$ cat config.mk
export PLATFORM = sky130hd
export DESIGN_NAME = uart_rx_data_sampler
export DESIGN_NICKNAME = d
export VERILOG_FILES = /design/src/rtl/uart_rx_pkg.sv /design/src/rtl/uart_rx_data_sampler_counter.sv /design/src/rtl/uart_rx_data_sampler.sv
export SDC_FILE = /design/constraint.sdc
export NUM_CORES = 1
export LEC_CHECK = 0
export ABC_AREA = 0
export CORE_MARGIN = 2
export CORE_UTILIZATION = 50
export CTS_BUF_LIST = sky130_fd_sc_hd__clkbuf_2 sky130_fd_sc_hd__clkbuf_4 sky130_fd_sc_hd__clkbuf_8
export CTS_CLUSTER_DIAMETER = 40
export DETAILED_ROUTE_END_ITERATION = 10
export DONT_BUFFER_PORTS = 1
export PLACE_DENSITY = 0.69
export SLEW_MARGIN = 20
export SYNTH_ARGS = -nofsm -noshare
export SYNTH_HDL_FRONTEND = slang
export SYNTH_SLANG_ARGS = --single-unit
$ cat constraint.sdc
create_clock -name clk -period 3 [get_ports clk]
set_clock_uncertainty 0.1 [all_clocks]
set_input_delay 0.45 -clock clk [delete_from_list [all_inputs] [get_ports clk]]
set_output_delay 0.45 -clock clk [all_outputs]
set_load 0.01 [all_outputs]
$ cat src/rtl/uart_rx_pkg.sv
// ----------------------------------------------------------------------------
// uart_rx_pkg
//   Shared widths, legal prescale values and small helpers for the UART RX
//   front end (data sampler and edge/bit counter).
// ----------------------------------------------------------------------------
package uart_rx_pkg;

    localparam int PRESCALE_W = 6;
    localparam int BITCNT_W   = 4;

    localparam logic [PRESCALE_W-1:0] PRESCALE_8  = PRESCALE_W'(8);
    localparam logic [PRESCALE_W-1:0] PRESCALE_16 = PRESCALE_W'(16);
    localparam logic [PRESCALE_W-1:0] PRESCALE_32 = PRESCALE_W'(32);

    // Which of the three mid-bit capture points the edge counter is sitting on.
    typedef enum logic [1:0] {
        CAP_NONE,
        CAP_FIRST,   // mid-1 : first sample
        CAP_SECOND,  // mid   : second sample
        CAP_VOTE     // mid+1 : third sample, vote and publish
    } capture_point_e;

    function automatic logic [PRESCALE_W-1:0] mid_point(input logic [PRESCALE_W-1:0] prescale);
        return prescale >> 1;
    endfunction

    function automatic logic prescale_is_legal(input logic [PRESCALE_W-1:0] prescale);
        return (prescale == PRESCALE_8) || (prescale == PRESCALE_16) || (prescale == PRESCALE_32);
    endfunction

    function automatic logic majority3(input logic a, input logic b, input logic c);
        return (a & b) | (a & c) | (b & c);
    endfunction

endpackage

$ cat src/rtl/uart_rx_data_sampler_counter.sv
// ----------------------------------------------------------------------------
// uart_edge_bit_counter
//   Oversampling position counter (edge_cnt) and frame bit index (bit_cnt).
//   Counts only while cnt_en=1; clears on the first clock with cnt_en=0.
// Ports
//   clk, reset_n  clock, asynchronous active-low reset
//   prescale      oversampling ratio (edge_cnt wraps after prescale-1)
//   cnt_en        run the counters
//   edge_cnt      position inside the current bit, 0..prescale-1
//   bit_cnt       bit index within the frame, saturates at all-ones
//   bit_done      combinational pulse in the last edge of each bit
// ----------------------------------------------------------------------------
module uart_edge_bit_counter
    import uart_rx_pkg::*;
#(
    parameter int Prescale_width = PRESCALE_W,
    parameter int Bitcnt_width   = BITCNT_W
) (
    input  logic                      clk,
    input  logic                      reset_n,
    input  logic [Prescale_width-1:0] prescale,
    input  logic                      cnt_en,
    output logic [Prescale_width-1:0] edge_cnt,
    output logic [Bitcnt_width-1:0]   bit_cnt,
    output logic                      bit_done
);

    logic last_edge;

    // >= rather than == so the counter still wraps if prescale shrinks mid-frame.
    assign last_edge = edge_cnt >= (prescale - Prescale_width'(1));
    assign bit_done  = cnt_en && last_edge;

    // NOTE: state registers use non-blocking assignments so every flop samples
    // pre-edge values; blocking here would create order-dependent races.
    always_ff @(posedge clk or negedge reset_n) begin
        if (!reset_n) begin
            edge_cnt <= '0;
            bit_cnt  <= '0;
        end else if (!cnt_en) begin
            edge_cnt <= '0;
            bit_cnt  <= '0;
        end else if (last_edge) begin
            edge_cnt <= '0;
            if (bit_cnt != '1) begin
                bit_cnt <= bit_cnt + Bitcnt_width'(1);
            end
        end else begin
            edge_cnt <= edge_cnt + Prescale_width'(1);
        end
    end

endmodule

$ cat src/rtl/uart_rx_data_sampler.sv
// ----------------------------------------------------------------------------
// uart_rx_data_sampler
//   UART RX front end: synchronises rx_in, runs the edge/bit counters and
//   majority-votes three mid-bit samples into one sampled_bit per bit.
// Ports
//   clk, reset_n  oversampling clock, asynchronous active-low reset
//   rx_in         raw serial line (idles high)
//   prescale      oversampling ratio, stable while cnt_en=1
//   cnt_en        frame in progress, run counters
//   dat_samp_en   take mid-bit samples
//   edge_cnt      position inside current bit
//   bit_cnt       bit index within frame
//   bit_done      last-edge-of-bit pulse
//   sampled_bit   majority-voted value of the last completed sample
//   sample_valid  one-cycle strobe: sampled_bit updated this cycle
//   rx_sync       synchronised rx_in (Sync_stages cycles of latency)
// ----------------------------------------------------------------------------
module uart_rx_data_sampler
    import uart_rx_pkg::*;
#(
    parameter int Prescale_width = PRESCALE_W,
    parameter int Bitcnt_width   = BITCNT_W,
    parameter int Sync_stages    = 2
) (
    input  logic                      clk,
    input  logic                      reset_n,
    input  logic                      rx_in,
    input  logic [Prescale_width-1:0] prescale,
    input  logic                      cnt_en,
    input  logic                      dat_samp_en,
    output logic [Prescale_width-1:0] edge_cnt,
    output logic [Bitcnt_width-1:0]   bit_cnt,
    output logic                      bit_done,
    output logic                      sampled_bit,
    output logic                      sample_valid,
    output logic                      rx_sync
);

    logic [Sync_stages-1:0]    sync_q;
    logic [Prescale_width-1:0] mid;
    logic [Prescale_width-1:0] cap_first;
    logic [Prescale_width-1:0] cap_vote;
    capture_point_e            cap_point;
    logic                      take;
    logic                      s0, s1;
    logic                      have_s0, have_s1;

    uart_edge_bit_counter #(
        .Prescale_width (Prescale_width),
        .Bitcnt_width   (Bitcnt_width)
    ) u_counter (
        .clk      (clk),
        .reset_n  (reset_n),
        .prescale (prescale),
        .cnt_en   (cnt_en),
        .edge_cnt (edge_cnt),
        .bit_cnt  (bit_cnt),
        .bit_done (bit_done)
    );

    // Synchroniser presets to the idle level so the RX FSM never sees a false
    // start bit coming out of reset.
    always_ff @(posedge clk or negedge reset_n) begin
        if (!reset_n) begin
            sync_q <= '1;
        end else begin
            sync_q <= {sync_q[Sync_stages-2:0], rx_in};
        end
    end

    assign rx_sync = sync_q[Sync_stages-1];

    assign mid       = Prescale_width'(mid_point(PRESCALE_W'(prescale)));
    assign cap_first = mid - Prescale_width'(1);
    assign cap_vote  = mid + Prescale_width'(1);
    assign take      = cnt_en && dat_samp_en;

    // NOTE: every path assigns cap_point up front, so no latch is inferred.
    always_comb begin
        cap_point = CAP_NONE;
        if (edge_cnt == cap_first) begin
            cap_point = CAP_FIRST;
        end else if (edge_cnt == mid) begin
            cap_point = CAP_SECOND;
        end else if (edge_cnt == cap_vote) begin
            cap_point = CAP_VOTE;
        end
    end

    // have_s0/have_s1 record that each earlier capture really happened, so a
    // bit with dat_samp_en dropped at any capture point never publishes.
    // NOTE: the two sample registers are plain flops, not a memory array, so
    // they are reset along with the rest of the state to discard partial bits.
    always_ff @(posedge clk or negedge reset_n) begin
        if (!reset_n) begin
            s0           <= 1'b1;
            s1           <= 1'b1;
            have_s0      <= 1'b0;
            have_s1      <= 1'b0;
            sampled_bit  <= 1'b1;
            sample_valid <= 1'b0;
        end else begin
            sample_valid <= 1'b0;
            if (edge_cnt == '0) begin
                s0      <= 1'b1;
                s1      <= 1'b1;
                have_s0 <= 1'b0;
                have_s1 <= 1'b0;
            end
            if (take) begin
                case (cap_point)
                    CAP_FIRST: begin
                        s0      <= rx_sync;
                        have_s0 <= 1'b1;
                    end
                    CAP_SECOND: begin
                        s1      <= rx_sync;
                        have_s1 <= 1'b1;
                    end
                    CAP_VOTE: begin
                        if (have_s0 && have_s1) begin
                            sampled_bit  <= majority3(s0, s1, rx_sync);
                            sample_valid <= 1'b1;
                        end
                    end
                    default: ;
                endcase
            end
        end
    end

endmodule

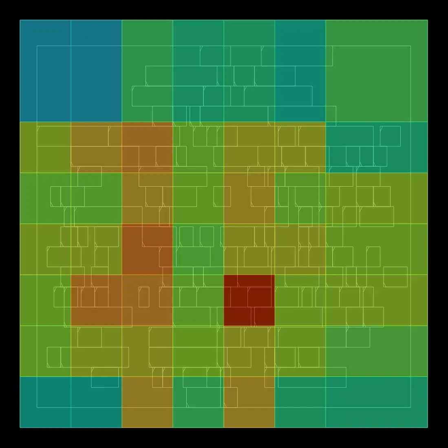
(run_1/congestion.png)
total track usage: 0.185
met3 usage: 0.0376
met1 usage: 0.223

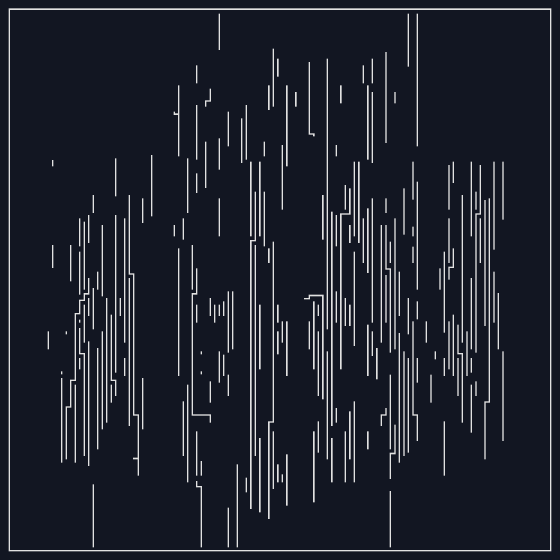
(run_1/layer_met2.png)
- nets with wire on the layer: 135
- wire length on this layer: 1220 µm
- main direction: vertical
- longest straight run: 27.5 µm
routed via count: 973
met2 usage: 0.325
final wirelength: 2.55 mm

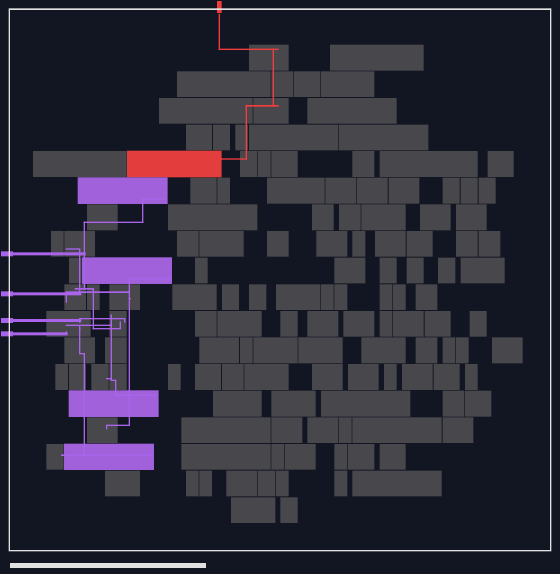
(run_1/io_fan.png)
The bar under the picture is 20 µm long.
- red: rx_sync (bits 1; direction output; edge top; end cells 1; buffers 0; wire 26.8 µm)
- purple: bit_cnt (bits 4; direction output; edge left; end cells 4; buffers 0; wire 135 µm)
IO Count: 25
input/output buffers: 0

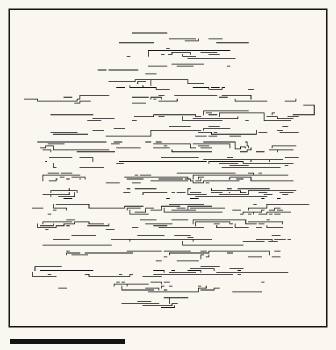
(run_1/layer_met1.png)
The bar under the picture is 20 µm long.
- share of all routed wire: 45%
- longest straight run: 17.5 µm
- main direction: horizontal

==> flow_metrics.tcl, run 1 <==
# metrics dict for downstream scripts
set metrics [dict create \
    crit_end "bit_done" \
    synthToLayoutAreaGrowth_pct 4.68 \
    cts.repair.resized 0 \
    fin_ws_ns 0.100 \
    first_iter_violations 13 \
    ys_area_um2 1310 \
    n_all_buffers 2 \
    cpMostUsedCell "ha_1" \
    tapCellCount 30 \
    nNetsFinal 162 \
    sh_seq_area 0.333 \
    comb_area_um2 797 \
    grt_pass1_vias 936 \
    stdcell_count 167 \
    comb.multi_input.count 106 \
    cp_cell_sequence "inv_1, ha_1, a21boi_0, nand2_1, xor2_1, ha_1, nand4_1, o221a_2, nor2_1" \
    wl_per_cell_um 15.2 \
    p_clk_uw 144 \
    dr.pass1.iters 4 \
    fin_crit_sh 0.967 \
    synth.distinct_cells 35 \
    final_cell_area_um2 1370 \
    seq-power_uw 267 \
    cp-end-kind "output pin" \
    flop_area_um2 457 \
    fp-utilization 0.529 \
    gp_congestion 0.777 \
    syn_avg_cell_area_um2 9.49 \
    top_area_frac 0.248 \
    clk_pin_slew_ns 0.09 \
    grt-ovfl-total 0 \
    holdWs_ns 0.0511 \
    start_kind "input pin" \
    dp_cells 162 \
    ys_sh_xor 0.146 \
    rsz0062_at_grt "no" \
    power_frac_comb 0.190 \
    fin_crit_ns 2.90 \
    ys_sh_simple 0.174 \
    core-area_um2 2480 \
    num_rows 18 \
    outcome "completed" \
    clock_buffers 4 \
    place_area_um2 1330 \
    cp.arrival_ns 2.35 \
    ant_nets 0 \
    clk_share 0.0265 \
    grt_pass1_wl_mm 4.01 \
    regToRegSetupSlack_ns 0.79 \
    layout.nonclk_buf_frac 0.0128 \
]
run 1: routing by layer:
metal  vias to the layer above  GRT usage  part of all wire
met3                         4     0.0376             0.057
met4                         0     0.0650             0.011
li1                        483          -                 -
met1                       459      0.223              0.45
met2                        27      0.325              0.48
met5                         -          0                 0
run 1: registers in the layout, summed over array words and instances (netlist names):
| signal | count |
|---|---|
| have_s0 | 1 |
| sync_q | 2 |
| sampled_bit | 1 |
| u_counter.bit_cnt | 4 |
| s1 | 1 |
| u_counter.edge_cnt | 6 |
| have_s1 | 1 |
| sample_valid | 1 |
| s0 | 1 |
==> run_1/layer_met3.png <==
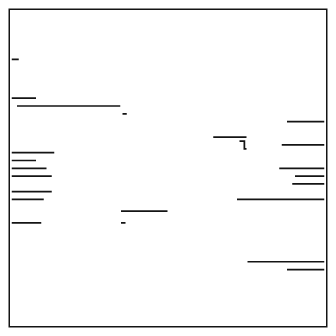

==> inputs of run 2 (changes only) <==
Settings changed: CTS_CLUSTER_SIZE from default to 25, SETUP_SLACK_MARGIN from default to 0.05.
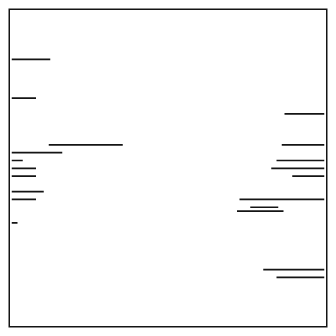
(run_2/layer_met3.png)
- nets with wire on the layer: 18
- main direction: horizontal
- longest straight run: 14.5 µm
- share of all routed wire: 5.3%
routed via count: 983
met3 usage: 0.0188

==> run 2 against run 1 <==
  * Global-route usage shrank 0.30 points
  * Worst setup slack gained 0.12 ns
  * Design area is the same
  * Largest cell class unchanged
  * Largest power group unchanged
  * Highest routed layer unchanged
==> flow_metrics.tcl, run 2 <==
# metrics dict for downstream scripts
set metrics [dict create \
    outcome "completed" \
    ff_type "dfrtp_1" \
    cpMostUsedCell "ha_1" \
    r2r-start "u_counter.edge_cnt[0]" \
    crit_fanout 11 \
    start_kind "input pin" \
    seq-power_uw 267 \
    grtUsageTotal 0.182 \
    synthTopCellsByArea "dfrtp_1 25%, ha_1 12%, dfstp_2 10%, xnor2_1 10%, xor2_1 3.3%" \
    cts_root_buf "clkbuf_4" \
    io_buffers 0 \
    p_total_uw 509 \
    fp-utilization 0.529 \
    rsz0062_at_grt "no" \
    seqPwrFrac 0.525 \
    ys_area_um2 1310 \
    p_clk_uw 146 \
    cp-end-kind "output pin" \
    synth.distinct_cells 35 \
    synth_stat.cells 138 \
    reg_top3 "u_counter.edge_cnt: 6 flops, u_counter.bit_cnt: 4 flops, sync_q: 2 flops" \
    fin_crit_ns 2.78 \
    dp_cells 162 \
    utilization 0.554 \
    dr.pass1.iters 4 \
    wl_mm 2.50 \
    die_width_um 55.2 \
    dieArea_um2 3050 \
    cp_cell_sequence "inv_1, ha_1, a21boi_1, nand2_1, xor2_1, ha_1, nand4_1, o221a_2, nor2_1" \
    ys_sh_simple 0.174 \
    stdcell_count 167 \
    ant_nets 0 \
    tool_warnings 29 \
    place_area_um2 1330 \
    worstSetupPathType "input pin to output pin" \
    clk_pin_slew_ns 0.10 \
    num_rows 18 \
    syn_avg_cell_area_um2 9.49 \
    aoi_share 0.137 \
    final_cell_area_um2 1370 \
    grt_pass1_vias 900 \
    worst_r2r_endpoint "u_counter.bit_cnt[1]" \
    cp.arrival_ns 2.23 \
    top_register "u_counter.edge_cnt" \
    nNetsFinal 162 \
    gp_congestion 0.800 \
    core-area_um2 2480 \
    num_io_pins 25 \
    holdWs_ns 0.0507 \
    fin_ws_ns 0.218 \
    final_common_cell "xnor2_1" \
    regToRegSetupSlack_ns 0.80 \
    crit_family "AND-OR/OR-AND gates" \
    ys_sh_xor 0.146 \
    fin_crit_sh 0.927 \
    crit_end "bit_done" \
    post_cts_buffers 0 \
    synthToLayoutAreaGrowth_pct 4.68 \
    first_iter_violations 18 \
    grt-ovfl-total 0 \
    wl_per_cell_um 14.9 \
    viasPerCell 5.89 \
    largest_reg_flops 6 \
    fillers 247 \
    cts.repair.resized 0 \
    top_area_frac 0.248 \
    power_frac_comb 0.188 \
    final_layout_size_suffix_gt1_frac 0.117 \
    fin_setup_tns_ns 0 \
    grt_pass1_wl_mm 3.89 \
]
-- run 2: cell families (layout without fill, tap and decap cells) --
kind of cell    Yosys count  after routing
simple gates             45             45
flops                    18             18
mux                       2              2
xor+xnor                 21             21
compound gates           24             24
fa+ha+maj                14             14
buf+inv                  14             13
-- run 2: area by class of cell --
cell class                 instances  area [µm²]  share of cell area
tap                               30        37.5              0.0274
sequential                        18         457               0.333
multi-input combinational        106         797               0.581
clock buffer                       4        36.3              0.0265
timing repair buffer               2        17.5              0.0128
inverter                           7        26.3              0.0192
-- run 2: metal layers --
metal | wire, µm | GRT usage
met5 | 0 | 0
met4 | 14 | 0.0732
met3 | 132 | 0.0188
met2 | 1220 | 0.304
met1 | 1130 | 0.241
==> inputs of run 3 (changes only) <==
Settings changed: CTS_CLUSTER_SIZE 25 to 12.
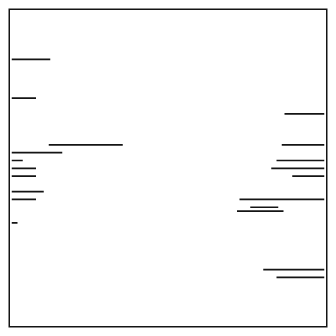
(run_3/layer_met3.png)
final wirelength: 2.50 mm

==> run 3 against run 2 <==
  * Non-clock buffer count did not move
  * Design area did not move
  * Fmax did not move
  * Critical path depth did not move
  * Sequential share of layout area did not move
  * Highest routed layer unchanged
  * Core utilization did not move
  * Power did not move
==> flow_metrics.tcl, run 3 <==
# metrics dict for downstream scripts
set metrics [dict create \
    outcome "completed" \
    regToRegSetupSlack_ns 0.80 \
    tightest_slew_ns 0.814 \
    cp_cell_sequence "inv_1, ha_1, a21boi_1, nand2_1, xor2_1, ha_1, nand4_1, o221a_2, nor2_1" \
    io_buffers 0 \
    crit_family "AND-OR/OR-AND gates" \
    ys_seq_frac 0.349 \
    grt_pass1_wl_mm 3.89 \
    post_cts_buffers 0 \
    seq-power_uw 267 \
    synth.distinct_cells 35 \
    clock_buffers 4 \
    clk_pin_slew_ns 0.10 \
    yosysWarnings 0 \
    p_total_uw 509 \
    wl_met2_mm 1.22 \
    gp_congestion 0.800 \
    crit_fanout 11 \
    met1_length_mm 1.13 \
    sh_seq_area 0.333 \
    rsz0062_at_grt "no" \
    n_all_buffers 2 \
    grt_busiest_layer "met2" \
    cpMostUsedCell "ha_1" \
    final_cell_area_um2 1370 \
    num_rows 18 \
    fin_setup_tns_ns 0 \
    dr.max_layer_used "met4" \
    fillers 247 \
    first_iter_violations 18 \
    holdWs_ns 0.0507 \
    ant_nets 0 \
    tapCellCount 30 \
    start_kind "input pin" \
    viasPerCell 5.89 \
    comb.multi_input.count 106 \
    utilization 0.554 \
    reg_top3 "u_counter.edge_cnt: 6 flops, u_counter.bit_cnt: 4 flops, sync_q: 2 flops" \
    fp-utilization 0.529 \
    inverters 7 \
    met3_usage 0.0188 \
    synth_stat.cells 138 \
    global_route.usage.met1 0.241 \
    num_io_pins 25 \
    vias 983 \
    wl_per_cell_um 14.9 \
    grtUsageTotal 0.182 \
    seq_cells 18 \
    flop_area_um2 457 \
    p_clk_uw 146 \
    seqPwrFrac 0.525 \
    cp-end-kind "output pin" \
    worst_r2r_endpoint "u_counter.bit_cnt[1]" \
    sh_comb_area 0.581 \
    top_register "u_counter.edge_cnt" \
    ff_type "dfrtp_1" \
    synthToLayoutAreaGrowth_pct 4.68 \
    comb_area_um2 797 \
    die_width_um 55.2 \
    dieArea_um2 3050 \
    hp-class "input pin to register" \
    fin_crit_sh 0.927 \
    largest_reg_flops 6 \
    tool_warnings 29 \
    cts_root_buf "clkbuf_4" \
    final_common_cell "xnor2_1" \
    layout.nonclk_buf_frac 0.0128 \
    power_frac_comb 0.188 \
    grt-ovfl-total 0 \
    core-area_um2 2480 \
    cap_violations 0 \
    dr.pass1.iters 4 \
    stdcell_count 167 \
    cp.arrival_ns 2.23 \
    fin_crit_ns 2.78 \
    nNetsFinal 162 \
    cts.repair.resized 0 \
    critical_path_buf_inv_count 1 \
    synthTopCellsByArea "dfrtp_1 25%, ha_1 12%, dfstp_2 10%, xnor2_1 10%, xor2_1 3.3%" \
    fin_ws_ns 0.218 \
    top_area_cell_class "logic gates" \
    worstSetupPathType "input pin to output pin" \
    ys_area_um2 1310 \
    wl_met3_um 132 \
    top_area_frac 0.248 \
    syn_avg_cell_area_um2 9.49 \
    use_met2 0.304 \
    r2r-start "u_counter.edge_cnt[0]" \
]
[run 3: cell counts after synthesis]
Identical to the previous run, type by type.
[run 3: logic make-up after synthesis]
family	synth area share
xor gates and xnor gates	0.146
muxes	0.0201
DFF	0.349
adders and majority gates	0.132
AOI/OAI and AO/OA	0.137
and+or+nand+nor	0.174
buffers and inverters	0.0430
[run 3: worst max path at each step]
stage                     start                    to  slack [ns]  cells after the start
finish              prescale[1]              bit_done        0.22                      9
global route        prescale[1]              bit_done        0.14                      9
CTS                 prescale[1]              bit_done        0.23                      9
detailed placement  prescale[1]  u_counter.bit_cnt[1]        0.20                     10
global placement    prescale[1]  u_counter.bit_cnt[1]        0.28                     10
floorplan           prescale[2]  u_counter.bit_cnt[1]        0.11                     12
Power is estimated from default activity; no workload was simulated.
